$ cat src/rtl/instruction_fetch_unit.sv
`default_nettype none
// ============================================================================
// Module   : instruction_fetch_unit
// Brief    : PC owner and single-word instruction fetcher feeding the IR.
// Revision : 1.0 - initial release
// ============================================================================
module instruction_fetch_unit #(
    parameter int DATA_WIDTH = 16,
    parameter int ALU_OPCODE = 4,
    parameter int ADDR_WIDTH = DATA_WIDTH - ALU_OPCODE - 1
) (
    input  logic                  iclk,
    input  logic                  irst,
    input  logic                  fetch_en,
    input  logic                  jump,
    input  logic [ADDR_WIDTH-1:0] jump_addr,
    output logic                  mem_rd,
    output logic [ADDR_WIDTH-1:0] mem_addr,
    input  logic                  mem_ready,
    input  logic [DATA_WIDTH-1:0] mem_data,
    output logic [DATA_WIDTH-1:0] insin,
    output logic                  loadIR,
    output logic [ADDR_WIDTH-1:0] pc,
    output logic                  busy
);

    typedef enum logic [1:0] {
        ST_IDLE = 2'd0,
        ST_REQ  = 2'd1,
        ST_LOAD = 2'd2
    } state_t;

    state_t                  r_state;
    state_t                  w_state_next;
    logic [ADDR_WIDTH-1:0]   r_pc;
    logic [ADDR_WIDTH-1:0]   w_pc_next;
    logic                    r_mem_rd;
    logic                    w_mem_rd_next;
    logic [ADDR_WIDTH-1:0]   r_mem_addr;
    logic [ADDR_WIDTH-1:0]   w_mem_addr_next;
    logic [DATA_WIDTH-1:0]   r_insin;
    logic [DATA_WIDTH-1:0]   w_insin_next;
    logic                    r_load_ir;
    logic                    w_load_ir_next;

    always_ff @(posedge iclk) begin
        if (irst) begin
            r_state    <= ST_IDLE;
            r_pc       <= '0;
            r_mem_rd   <= 1'b0;
            r_mem_addr <= '0;
            r_insin    <= '0;
            r_load_ir  <= 1'b0;
        end else begin
            r_state    <= w_state_next;
            r_pc       <= w_pc_next;
            r_mem_rd   <= w_mem_rd_next;
            r_mem_addr <= w_mem_addr_next;
            r_insin    <= w_insin_next;
            r_load_ir  <= w_load_ir_next;
        end
    end

    always_comb begin
        w_state_next    = r_state;
        w_pc_next       = r_pc;
        w_mem_rd_next   = r_mem_rd;
        w_mem_addr_next = r_mem_addr;
        w_insin_next    = r_insin;
        w_load_ir_next  = 1'b0;

        case (r_state)
            ST_IDLE: begin
                if (jump) begin
                    w_pc_next = jump_addr;
                end else if (fetch_en) begin
                    w_mem_addr_next = r_pc;
                    w_mem_rd_next   = 1'b1;
                    w_state_next    = ST_REQ;
                end
            end
            ST_REQ: begin
                // An abort wins over a same-cycle completion; that word is dropped.
                if (jump) begin
                    w_mem_rd_next = 1'b0;
                    w_pc_next     = jump_addr;
                    w_state_next  = ST_IDLE;
                end else if (mem_ready) begin
                    w_insin_next   = mem_data;
                    w_load_ir_next = 1'b1;
                    w_mem_rd_next  = 1'b0;
                    w_pc_next      = r_pc + ADDR_WIDTH'(1);
                    w_state_next   = ST_LOAD;
                end
            end
            ST_LOAD: begin
                if (jump) begin
                    w_pc_next = jump_addr;
                end
                w_state_next = ST_IDLE;
            end
            default: begin
                w_state_next  = ST_IDLE;
                w_mem_rd_next = 1'b0;
            end
        endcase
    end

    assign mem_rd   = r_mem_rd;
    assign mem_addr = r_mem_addr;
    assign insin    = r_insin;
    assign loadIR   = r_load_ir;
    assign pc       = r_pc;
    assign busy     = (r_state != ST_IDLE);

endmodule
`default_nettype wire

$ cat config.mk
export PLATFORM = sky130hd
export DESIGN_NAME = instruction_fetch_unit
export DESIGN_NICKNAME = d
export VERILOG_FILES = /design/src/rtl/instruction_fetch_unit.sv
export SDC_FILE = /design/constraint.sdc
export NUM_CORES = 1
export LEC_CHECK = 0
export ABC_AREA = 1
export CORE_MARGIN = 2
export CORE_UTILIZATION = 43
export CTS_CLUSTER_SIZE = 16
export DETAILED_ROUTE_END_ITERATION = 6
export PLACE_DENSITY = 0.8
export SKIP_LAST_GASP = 1
export SLEW_MARGIN = 20
export SYNTH_ARGS = -nofsm -noshare
export SYNTH_HDL_FRONTEND = slang
export SYNTH_SLANG_ARGS = --single-unit
$ cat constraint.sdc
create_clock -name iclk -period 1.32 [get_ports iclk]
set_input_delay 0.198 -clock iclk [delete_from_list [all_inputs] [get_ports iclk]]
set_output_delay 0.198 -clock iclk [all_outputs]
set_load 0.005 [all_outputs]
pins.png
Pins as bars across the die edge, other pins in gray.
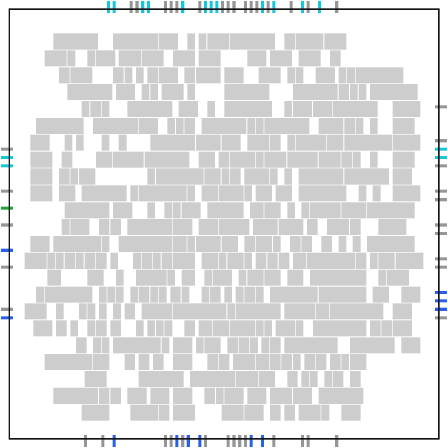
[`mem_rd`] green | pins: 1 | direction: output | edge: left
[`mem_data`] cyan | pins: 16 | direction: input | edge: 12 top, 2 right, 2 left
[`pc`] blue | pins: 11 | direction: output | edge: 6 bottom, 3 right, 2 left
all pins by edge: 28 top, 20 bottom, 15 right, 10 left
Die X-Extent: 69 um
number of buffers added on ports: 72
die span in y: 69 um

==> GITHUB_STEP_SUMMARY <==
## Implementation flow summary

| Metric | Value |
|---|---|
| Yosys top cell area share | `a little under half` |
| Post-Route WL | `5.739 mm` |
| Ant diodes | `0` |
| Met3 Use GR | `4.240%` |
| GP Congestion | `approximately 0.80` |
| Synth async-reset ratio | `0%` |
| Post-synthesis cell area | `1817 um2` |
| Iter 0 DRT Violations | `192` |
| Logic share of the area | `29.48%` |
| Unrepaired setup endpoints after global routing | `yes` |
| Failing checks | `setup timing` |
| Net count, final | `between 300 and 400` |
| Power density over the cells | `959.2 nW/um2` |
| Syn. warnings | `0` |
| Num CTS Buffers | `5` |
| First-pass GRT wire length | `8.452 mm` |
| Area grow syn2layout | `66.32%` |
| Wire length on met3 | `approximately 330 um` |
| Slowest stage cell on the critical path | `dfxtp_2` |
| Met2 Use GR | `between 30% and 40%` |
| Pleak | `1.470 nW` |
| Yosys cell count | `250` |
| Tmin final | `1.377 ns` |
| Rel. slew slack | `between 70 and 80%` |
| Flop area | `880.8 um2` |
| Min Hold Slack | `roughly 0.47 ns` |
| Largest net degree at the start of global routing | `21` |
| # DRC | `0` |
| Crit share post-route | `104.3%` |
| WP buf/inv | `2` |
| Final hold violations | `0` |
| Seq share, synth | `46.28%` |
| Top Layer Used | `met4` |
| Synth Net Count | `between 200 and 300` |
| Crit path kind | `register to register` |
| Tool warning count | `28` |
| Clock Skew | `0.005096 ns` |
| Logic area | `890.9 um2` |
| Cell area leaders | `dfxtp_1 46%, nor2_1 13%, o21ai_0 10%` |
| Gr ovfl total | `0` |
| Seq/total area | `29.15%` |
| Flip-flops | `roughly 42` |
| Area reported by Yosys stat | `roughly 1800 um2` |
| Peak Freq | `0.7260 GHz` |
| Final setup TNS | `-0.1224 ns` |
| Final Util | `75.00%` |
| WL/cell | `14.28 um` |
| Final setup margin | `-0.05740 ns` |
| Status | `finished with violations` |
| All-Layer GR Usage | `between 20% and 30%` |
| # H-tree levels | `2` |
| Most numerous cell in the Yosys netlist | `nor2_1` |
| Setup violators final | `4` |
| ClkCell Share | `between 3 and 4%` |
| Finished Layout Cells | `402` |
| GRT met1 Usage | `25.91%` |
| Clock-pin slew on the worst setup and hold paths | `roughly 0.080 ns` |
| Met2 Wirelength | `2.819 mm` |
| Latency at later pin | `0.29 ns` |
| Largest stage delay, worst path | `approximately 0.34 ns` |
| Worst EP arrival | `1.56 ns` |
| Resize count post-CTS | `just over 60` |
| Clock Tree Buf Depth | `2` |
| Initial antenna violation count | `0` |
| Peak VDD IR | `0.7074 mV` |
| Max-cap violations | `0` |
cell_classes.png
Fill, decap, tap and diode cells in gray.
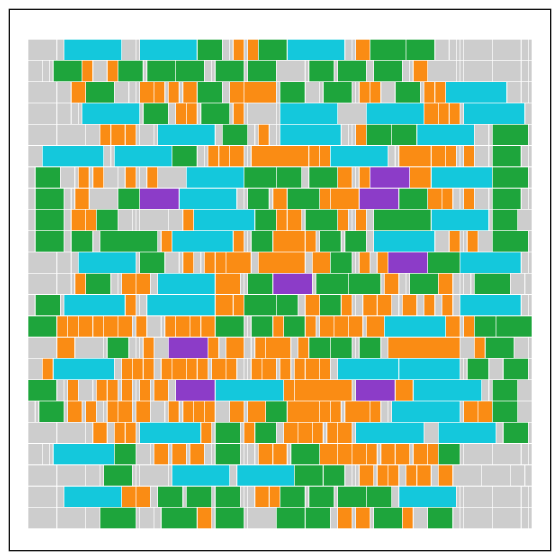
[other buffers and delay cells] green | cells: 105 | share of their area: 34%
[clock drivers and dummy loads] purple | cells: 8 | share of their area: 3.7%
[flops] cyan | cells: 42 | share of their area: 30%
[all other logic] orange | cells: 197 | share of their area: 33%
design area: 3022 um2
Cell Rows: 23

worst paths after layout:
kind | from | cells past startpoint | end
worst max register to register | r_state[0] | 7 | insin[13]
worst min register to register | insin[0] | 2 | insin[0]
worst max-delay path | r_state[0] | 7 | insin[13]
worst min-delay path | insin[0] | 2 | insin[0]
cell usage in the layout (no fill, tap or decap), types with 2 or more instances in the layout:
| cell | netlist | final |
|---|---|---|
| nor2_4 | 1 | 3 |
| buf_6 | 3 | 7 |
| nand2_2 | 1 | 2 |
| o21ai_0 | 37 | 30 |
| o21ai_1 | 4 | 9 |
| nand3_1 | 11 | 11 |
| dlygate4sd2_1 | 0 | 33 |
| nand2_1 | 35 | 34 |
| inv_1 | 15 | 14 |
| dfxtp_2 | 0 | 17 |
| dfxtp_4 | 0 | 5 |
| o21ai_2 | 0 | 2 |
| buf_12 | 0 | 2 |
| dlymetal6s2s_1 | 0 | 8 |
| inv_2 | 3 | 4 |
| clkbuf_8 | 0 | 8 |
| nor2_2 | 0 | 3 |
| a21oi_1 | 19 | 17 |
| nor2_1 | 61 | 56 |
| clkdlybuf4s50_1 | 0 | 31 |
| a21oi_2 | 0 | 2 |
| buf_4 | 2 | 24 |
| nand2_8 | 0 | 2 |
| dfxtp_1 | 42 | 20 |
logic make-up (layout without fill, tap and decap cells):
| kind of cell | count (synthesis) | count (layout) | synth area share, % |
|---|---|---|---|
| AND-OR/OR-AND | 62 | 62 | 17.29 |
| adder cells (fa/ha/maj) | 1 | 1 | 0.6886 |
| buffers and inverters | 30 | 132 | 8.883 |
| flip-flops | 42 | 42 | 46.28 |
| AND/OR/NAND/NOR | 115 | 115 | 26.86 |
report_power, final:
part	leakage [nW]	switching, mW	internal, mW
logic	1.06	0.247	0.299
registers	0.353	0.0407	1.33
clock network	0.0575	0.449	0.529
total	1.47	0.737	2.16
Power and IR drop assume default switching activity.
